### config.mk
export PLATFORM = sky130hd
export DESIGN_NAME = hack_cpu_core
export DESIGN_NICKNAME = d
export VERILOG_FILES = /design/src/rtl/hack_cpu_core.sv
export SDC_FILE = /design/constraint.sdc
export NUM_CORES = 1
export LEC_CHECK = 0
export CAP_MARGIN = 20
export CORE_MARGIN = 2
export CORE_UTILIZATION = 45
export CTS_CLUSTER_DIAMETER = 50
export DETAILED_ROUTE_END_ITERATION = 16
export PLACE_DENSITY_LB_ADDON = 0.15
export SYNTH_ARGS = -nofsm -noshare
export SYNTH_HDL_FRONTEND = slang
export SYNTH_SLANG_ARGS = --single-unit
### constraint.sdc
create_clock -name clk -period 3.8 [get_ports clk]
set_input_delay 0.38 -clock clk [delete_from_list [all_inputs] [get_ports clk]]
set_output_delay 0.38 -clock clk [all_outputs]
set_load 0.02 [all_outputs]
### src/rtl/hack_cpu_core.sv
// Hack CPU control/register stage: decodes A/C instructions, owns A, D, PC and IR,
// and drives an external combinational Hack ALU. Each instruction is FETCH then EXECUTE.
module hack_cpu_core #(
    parameter int PC_WIDTH   = 15,
    parameter int DATA_WIDTH = 16
) (
    input  logic                  clk,
    input  logic                  reset,
    input  logic                  hold,
    output logic [PC_WIDTH-1:0]   rom_addr,
    input  logic [DATA_WIDTH-1:0] rom_data,
    input  logic [DATA_WIDTH-1:0] inM,
    output logic [PC_WIDTH-1:0]   addressM,
    output logic [DATA_WIDTH-1:0] outM,
    output logic                  writeM,
    output logic [DATA_WIDTH-1:0] alu_x,
    output logic [DATA_WIDTH-1:0] alu_y,
    output logic [5:0]            alu_control,
    input  logic [DATA_WIDTH-1:0] alu_out,
    input  logic                  alu_zr,
    input  logic                  alu_ng,
    output logic [PC_WIDTH-1:0]   pc,
    output logic                  state_exec
);

    typedef enum logic {
        FETCH   = 1'b0,
        EXECUTE = 1'b1
    } state_t;

    state_t                state, state_next;
    logic [DATA_WIDTH-1:0] ir_reg;
    logic [DATA_WIDTH-1:0] a_reg;
    logic [DATA_WIDTH-1:0] d_reg;
    logic [PC_WIDTH-1:0]   pc_reg;

    logic                  is_c;
    logic                  jmp;
    logic [PC_WIDTH-1:0]   pc_next;
    logic                  unused_bits;

    // IR[14:13] carry no meaning in the Hack encoding.
    assign unused_bits = ^ir_reg[14:13];

    assign is_c        = ir_reg[15];
    assign alu_x       = d_reg;
    assign alu_y       = ir_reg[12] ? inM : a_reg;
    assign alu_control = ir_reg[11:6];
    assign rom_addr    = pc_reg;
    assign addressM    = a_reg[PC_WIDTH-1:0];
    assign outM        = alu_out;
    assign pc          = pc_reg;
    assign state_exec  = (state == EXECUTE);

    // writeM is combinational so the store lands in the same EXECUTE cycle;
    // hold and reset both suppress it so a frozen or aborted instruction never writes.
    assign writeM = (state == EXECUTE) && is_c && ir_reg[3] && !hold && !reset;

    // NOTE: every signal written here gets a default first, so no latch is inferred.
    always_comb begin
        state_next = state;
        jmp        = 1'b0;
        pc_next    = pc_reg + PC_WIDTH'(1);
        case (state)
            FETCH: begin
                state_next = EXECUTE;
            end
            EXECUTE: begin
                state_next = FETCH;
                if (is_c) begin
                    jmp = (ir_reg[2] & alu_ng) | (ir_reg[1] & alu_zr) |
                          (ir_reg[0] & ~alu_ng & ~alu_zr);
                end
                if (jmp) begin
                    pc_next = a_reg[PC_WIDTH-1:0];
                end
            end
            default: state_next = FETCH;
        endcase
    end

    // NOTE: non-blocking assignments make every right-hand side the pre-edge value,
    // which is what lets A be both jump target and destination in one instruction.
    always_ff @(posedge clk) begin
        if (reset) begin
            state  <= FETCH;
            ir_reg <= '0;
            a_reg  <= '0;
            d_reg  <= '0;
            pc_reg <= '0;
        end else if (!hold) begin
            state <= state_next;
            if (state == FETCH) begin
                ir_reg <= rom_data;
            end else begin
                pc_reg <= pc_next;
                if (!is_c) begin
                    a_reg <= ir_reg;
                end else begin
                    if (ir_reg[5]) a_reg <= alu_out;
                    if (ir_reg[4]) d_reg <= alu_out;
                end
            end
        end
    end

endmodule

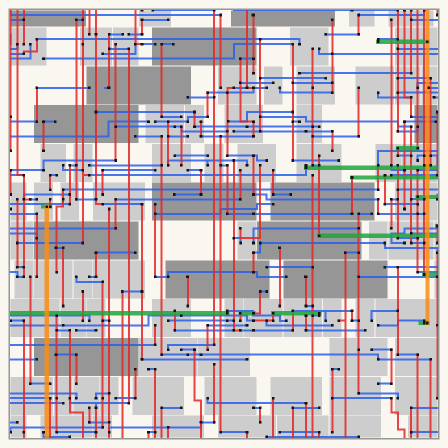
run_1/detail.png
Region (31, 12) to (61, 42) um. Cells in gray, sequential cells in the stronger gray; small squares are vias.
[metal 2] red
[metal 3] green
[metal 4] orange
[metal 1] blue
sequential cells in the window: 10
most frequent: clkdlybuf4s50_1 (14), nand2_1 (10), dfxtp_1 (10)
netlist names of flops here include: a_reg (7), alu_x (2)
cells with their middle in the window: 77

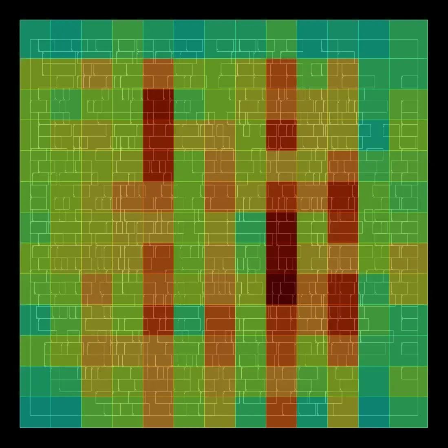
run_1/congestion.png
met1 usage: 28.7%
DR WL/cell: 15.8 um
Tot GR Track Use: 23.2%
busiest grt layer: met2

==> results.sh, run 1 <==
# yosys + openroad results
export IMPL_synth_seq_share_pct=37.3
export IMPL_fp_row_count=31
export IMPL_powerClk_w=0.000568
export IMPL_reg2reg_to="pc[10]$_SDFFE_PP0P_"
export IMPL_clockBufferDepth=2
export IMPL_p_clk_share_pct=35.9
export IMPL_r2r_cells=5
export IMPL_swShare_pct=26.7
export IMPL_ant_nets=0
export IMPL_xor_area_share_pct=0
export IMPL_crit_path_end_kind="output pin"
export IMPL_slew_headroom_pct=44.1
export IMPL_fin_util_pct=65.9
export IMPL_synth_distinct_cells=47
export IMPL_vias_per_cell=5.38
export IMPL_numPortBuffers=153
export IMPL_flop_cell="dfxtp_1"
export IMPL_logic_family="simple AND/OR/NAND/NOR gates"
export IMPL_start_kind="flop"
export IMPL_die_h_um=91.4
export IMPL_cts_sinks=64
export IMPL_status="completed"
export IMPL_initCoreUtil_pct=46.9
export IMPL_edf_count=0
export IMPL_syn_to_final_growth_pct=40.6
export IMPL_setup_slack_ps=1240
export IMPL_ys_ff=64
export IMPL_powerSeq_w=0.000718
export IMPL_timing_setup_tns_ps=0
export IMPL_fill_cells=619
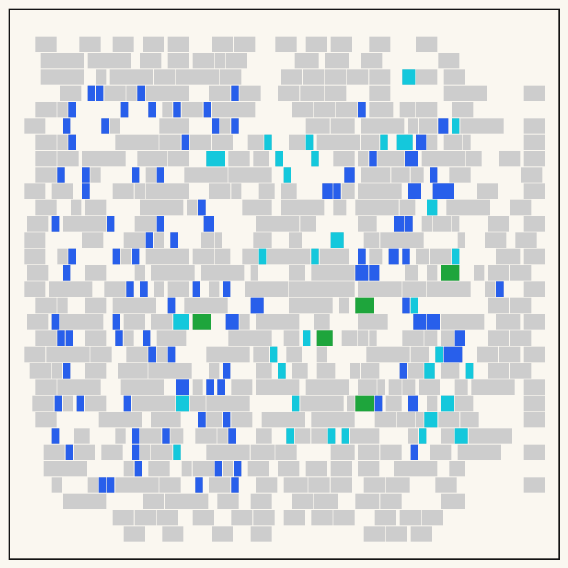
run_1/logic_types.png
Scale: 6 px per um.
[nor cells] cyan | cells: 33
[non-inverting ao/oa cells] green | cells: 5
[nand cells] blue | cells: 97
most instantiated logic cell after routing: clkdlybuf4s50_1
Comb area share: 33.8%

[run 1: Yosys cell counts (3+ instances only)]
cell       count  area (um^2)
o32ai_1        5         43.8
a211oi_1      14          105
nor2_1        22         82.6
clkbuf_1      24         90.1
inv_1          8         30.0
nand4_1        5         31.3
o211ai_1       4         30.0
mux2i_1       20          200
nand2b_1       3         18.8
buf_4         52          390
a2bb2oi_1      4         35.0
or3_1          3         18.8
nand3_1       10         50.1
mux2_2        15          169
nand2_1       77          289
a31oi_1        7         43.8
o21ai_0        4         20.0
a21oi_1       41          205
nor2b_1        4         25.0
dfxtp_1       64         1280
[run 1: kinds of logic after synthesis]
group,count (synthesis)
simple gates,143
mux,35
flops,64
compound gates,92
fa+ha+maj,1
buf+inv,88
[run 1: per-layer routing]
layer / part of all wire [%] / vias up / GRT usage (%)
li1: - / 1608 / -
met1: 42 / 1547 / 28.7
met2: 49 / 151 / 39.5
met3: 7.0 / 13 / 5.48
met4: 1.2 / 0 / 7.83
met5: 0 / - / 0
[run 1: through the flow]
step,instance area [um^2],cells
finish,4830,617
global route,4830,617
CTS,4830,616
detailed placement,4640,601
global placement,4640,601
floorplan,3440,423
[run 1: worst max-delay path, delay by kind of cell, from the launching register on]
family	cells	cell delay [ps]
multiplexers	1	420
buffers and inverters	1	550
flip-flops	1	860
[run 1: worst max-delay path by stage]
stage	from	to	slack, ps	cells past startpoint
after floorplan	ir_reg[15]$_SDFFE_PP0P_	writeM	1660	4
after global placement	hold	writeM	1290	5
after detailed placement	hold	writeM	1280	5
after CTS	ir_reg[12]$_SDFFE_PP0P_	alu_y[12]	1210	2
after global routing	hold	writeM	1110	5
final	ir_reg[12]$_SDFFE_PP0P_	alu_y[12]	1240	2
run_1/metal_density.png
Scale: 4 px per um. The die is cut into 18 by 18 equal tiles; white is low, dark blue is high, scaled to the fullest tile. Values are wire area over tile area, all layers added.
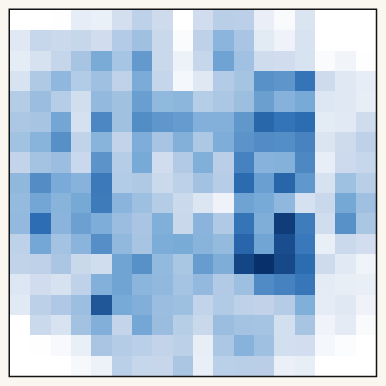

==> run 1 -> run 2 <==
Settings changed: CORE_UTILIZATION 45 to 42.
Clock period 3.8 ns to 2.5 ns, I/O delays scaled along.
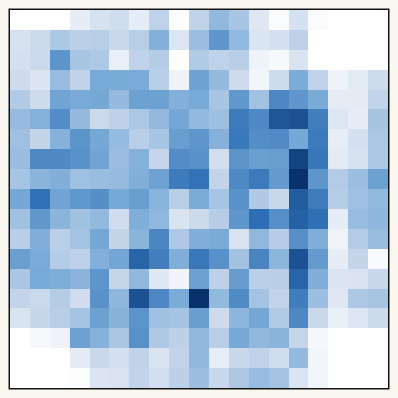
run_2/metal_density.png
Scale: 4 px per um. The die is cut into 19 by 19 equal tiles; white is low, dark blue is high, scaled to the fullest tile. Values are wire area over tile area, all layers added.
tiles over half the peak: 26%
nearly empty tiles: 9.1%
fullest tile: 0.50
mean over tiles: 0.18
DR WL/cell: 15.8 um
total number of vias: 3291

==> results.sh, run 2 <==
# yosys + openroad results
export IMPL_status="completed"
export IMPL_top_area_cell="dfxtp_1"
export IMPL_wl_met3_um=698
export IMPL_start_kind="flop"
export IMPL_place_area_mm2=0.00468
export IMPL_synth_distinct_cells=47
export IMPL_grtUsageMet1_pct=28.9
export IMPL_clockBufferDepth=2
export IMPL_reg2reg_to="pc[10]$_SDFFE_PP0P_"
export IMPL_layout_top_cell="clkdlybuf4s50_1"
export IMPL_initCoreUtil_pct=42.5
export IMPL_top_layer="met4"
export IMPL_stdcell_area_mm2=0.00492
export IMPL_ys_ff=64
export IMPL_vias_per_cell=5.25
export IMPL_ant_nets=0
export IMPL_r2r_cells=5
export IMPL_cts_sinks=64
export IMPL_synthDominantCellAreaShare_pct=37.3
export IMPL_synth_most_common_cell="nand2_1"
export IMPL_flop_cell="dfxtp_1"
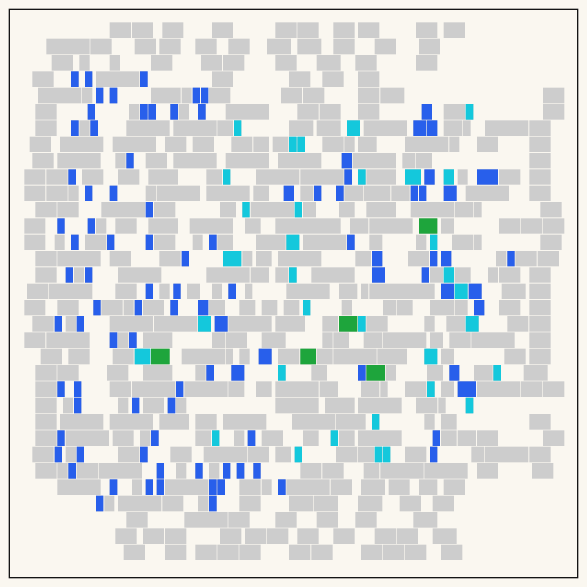
run_2/logic_types.png
Scale: 6 px per um.
[nand cells] blue | cells: 97 | where: widely spread
[nor cells] cyan | cells: 33
[non-inverting ao/oa cells] green | cells: 5
final non-filler cell total: 627
Comb area share: 33.2%

[run 2: cell count changes in the layout (fill, tap and decap cells not counted), sizes merged]
cell    previous run  this run
clkbuf            11        13
bufinv             1         2
clkinv             3         0
buf                8        12
[run 2: cells by family after synthesis]
logic type               after synthesis  synth area share (%)
AND-OR/OR-AND                         92                  17.1
adder cells (fa/ha/maj)                1                 0.364
buffers and inverters                 88                  15.4
flip-flops                            64                  37.3
multiplexers                          35                  10.7
AND/OR/NAND/NOR                      143                  19.2
[run 2: worst min-delay path by stage]
stage | endpoint | start | slack (ps)
3_5_place_dp | ir_reg[13]$_SDFFE_PP0P_ | ir_reg[13]$_SDFFE_PP0P_ | 450
2_1_floorplan | ir_reg[13]$_SDFFE_PP0P_ | rom_data[13] | 390
5_1_grt | ir_reg[8]$_SDFFE_PP0P_ | rom_data[8] | 460
3_3_place_gp | alu_x[0]$_SDFFE_PP0P_ | alu_x[0]$_SDFFE_PP0P_ | 440
4_1_cts | ir_reg[11]$_SDFFE_PP0P_ | rom_data[11] | 450
6_report | alu_x[13]$_SDFFE_PP0P_ | alu_x[13]$_SDFFE_PP0P_ | 450
[run 2: power by group]
group	switching [W]	internal [W]
logic	0.000222	0.000236
clock network	0.000380	0.000665
registers	0.0000364	0.00105
total	0.000638	0.00195
[run 2: final cells by class]
type | instances | area [um^2]
tap | 105 | 131
timing repair buffer | 164 | 1610
clock inverter | 2 | 60.1
multi-input combinational | 271 | 1630
inverter | 8 | 30.0
sequential | 64 | 1280
clock buffer | 13 | 179
fill | 734 | 3170
[run 2: critical path, delay by kind of cell (launching register included)]
family	cells	cell delay [ps]
buf+inv	2	860
flops	1	480
mux	1	360
run_2/detail.png
Region (32, 13) to (62, 43) um. Cells in gray, sequential cells in the stronger gray; small squares are vias.
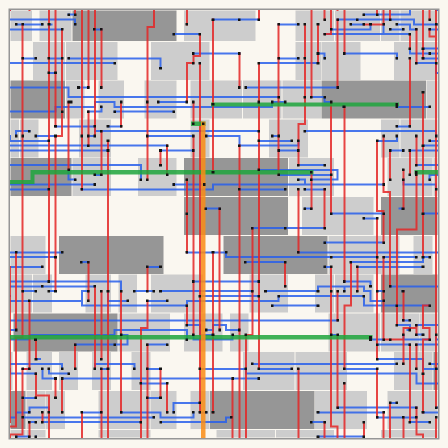

==> run 2 -> run 3 <==
Settings changed: CORE_UTILIZATION 42 to 43, CTS_BUF_LIST set to sky130_fd_sc_hd__clkbuf_8, MAX_ROUTING_LAYER set to met4.
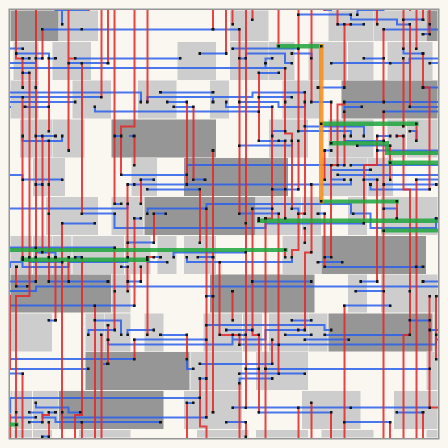
run_3/detail.png
Region (32, 13) to (62, 43) um. Cells in gray, sequential cells in the stronger gray; small squares are vias.
[metal 3] green
[metal 1] blue
[metal 4] orange
[metal 2] red
most frequent: dfxtp_1 (9), nand2_1 (7)
netlist names of flops here include: a_reg (5), ir_reg (2)
sequential cells in the window: 10
cells with their middle in the window: 68

==> results.sh, run 3 <==
# yosys + openroad results
export IMPL_status="completed"
export IMPL_worst_path_buf_inv=2
export IMPL_routed_wire_length_per_instance_um=15.7
export IMPL_crit_path_end_kind="output pin"
export IMPL_ant_nets=0
export IMPL_setup_slack_ps=255
export IMPL_initCoreUtil_pct=44.5
export IMPL_stdcell_area_mm2=0.00486
export IMPL_vias_per_cell=5.26
export IMPL_synth_distinct_cells=47
export IMPL_grt_usage_pct=22.8
export IMPL_hp_start="rom_data[12]"
export IMPL_ys_ff=64
export IMPL_via_count=3289
export IMPL_seq_area_mm2=0.00128
export IMPL_synth_most_common_cell="nand2_1"
export IMPL_comb_area_mm2=0.00163
export IMPL_top_area_cell="dfxtp_1"
export IMPL_numPortBuffers=153
export IMPL_start_kind="flop"
export IMPL_reg2reg_to="pc[13]$_SDFFE_PP0P_"
export IMPL_yosys_top_cells_area="dfxtp_1 37%, buf_4 11%, nand2_1 8.4%"
export IMPL_startpoint="ir_reg[12]$_SDFFE_PP0P_"
export IMPL_syn_to_final_growth_pct=41.4
export IMPL_slew_headroom_pct=53.3
export IMPL_fp_row_count=32
export IMPL_r2r_cells=4
export IMPL_synthDominantCellAreaShare_pct=37.3
export IMPL_synth_seq_share_pct=37.3
export IMPL_cts_sinks=64
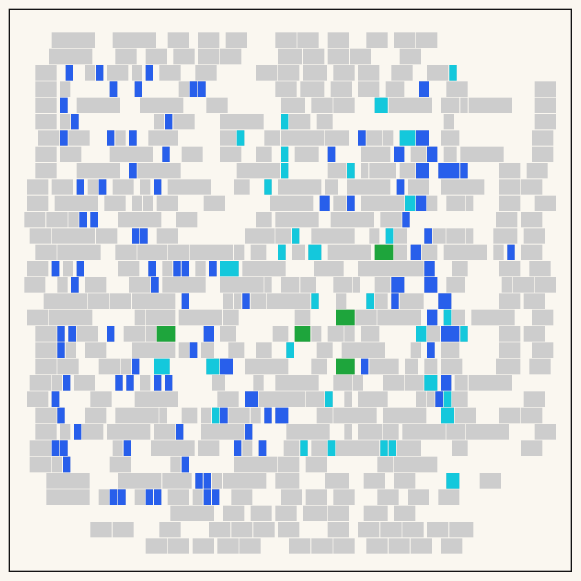
run_3/logic_types.png
Scale: 6 px per um.
[nor cells] cyan | cells: 33
[non-inverting ao/oa cells] green | cells: 5 | where: middle
[nand cells] blue | cells: 97
Comb area share: 33.6%
final non-filler cell total: 625

==> run 3: worst max path at each step <==
stage	endpoint	slack [ps]	cells after the start
3_3_place_gp	writeM	210	4
5_1_grt	writeM	160	4
2_1_floorplan	writeM	490	4
4_1_cts	writeM	220	4
6_report	alu_y[3]	250	3
3_5_place_dp	writeM	220	4
==> run 3: power by group <==
part           total (W)  switching (W)  internal, W
clock           0.000840       0.000396     0.000445
sequential       0.00109      0.0000381      0.00105
combinational   0.000455       0.000219     0.000237
==> run 3: kinds of logic (layout without fill, tap and decap cells) <==
logic type,after synthesis,after routing,synth area share [%]
simple gates,143,143,19.2
buf+inv,88,188,15.4
compound gates,92,92,17.1
flops,64,64,37.3
fa+ha+maj,1,1,0.364
mux,35,35,10.7
==> run 3: metal layers <==
layer	global-route usage, %	vias up	share of wire (%)
li1	-	1619	-
met5	-	-	0
met1	29.3	1510	43
met3	3.71	14	7.1
met4	7.72	0	1.1
met2	36.6	146	49
==> run 3: worst min-delay path: cells and delay by family <==
| kind | cells | cell delay (ps) |
|---|---|---|
| buffers and inverters | 1 | 400 |
| AND/OR/NAND/NOR | 1 | 60 |
| AND-OR/OR-AND | 1 | 50 |
==> run 3: stage by stage <==
| stage | utilization (%) | std cells | power [W] |
|---|---|---|---|
| global route | 62.9 | 625 | 0.00248 |
| finish | 62.9 | 625 | 0.00239 |
| floorplan | - | 423 | 0.00137 |
| detailed placement | 60.6 | 609 | 0.00157 |
| CTS | 62.9 | 625 | 0.00240 |
| global placement | 60.6 | 609 | 0.00156 |
==> run 3: cell type report <==
cell class	count	area share, %
timing repair buffer	164	33.1
clock buffer	9	2.55
inverter	8	0.618
tap	102	2.62
multi-input combinational	271	33.6
clock inverter	7	1.16
sequential	64	26.4
Power and IR drop assume default switching activity.
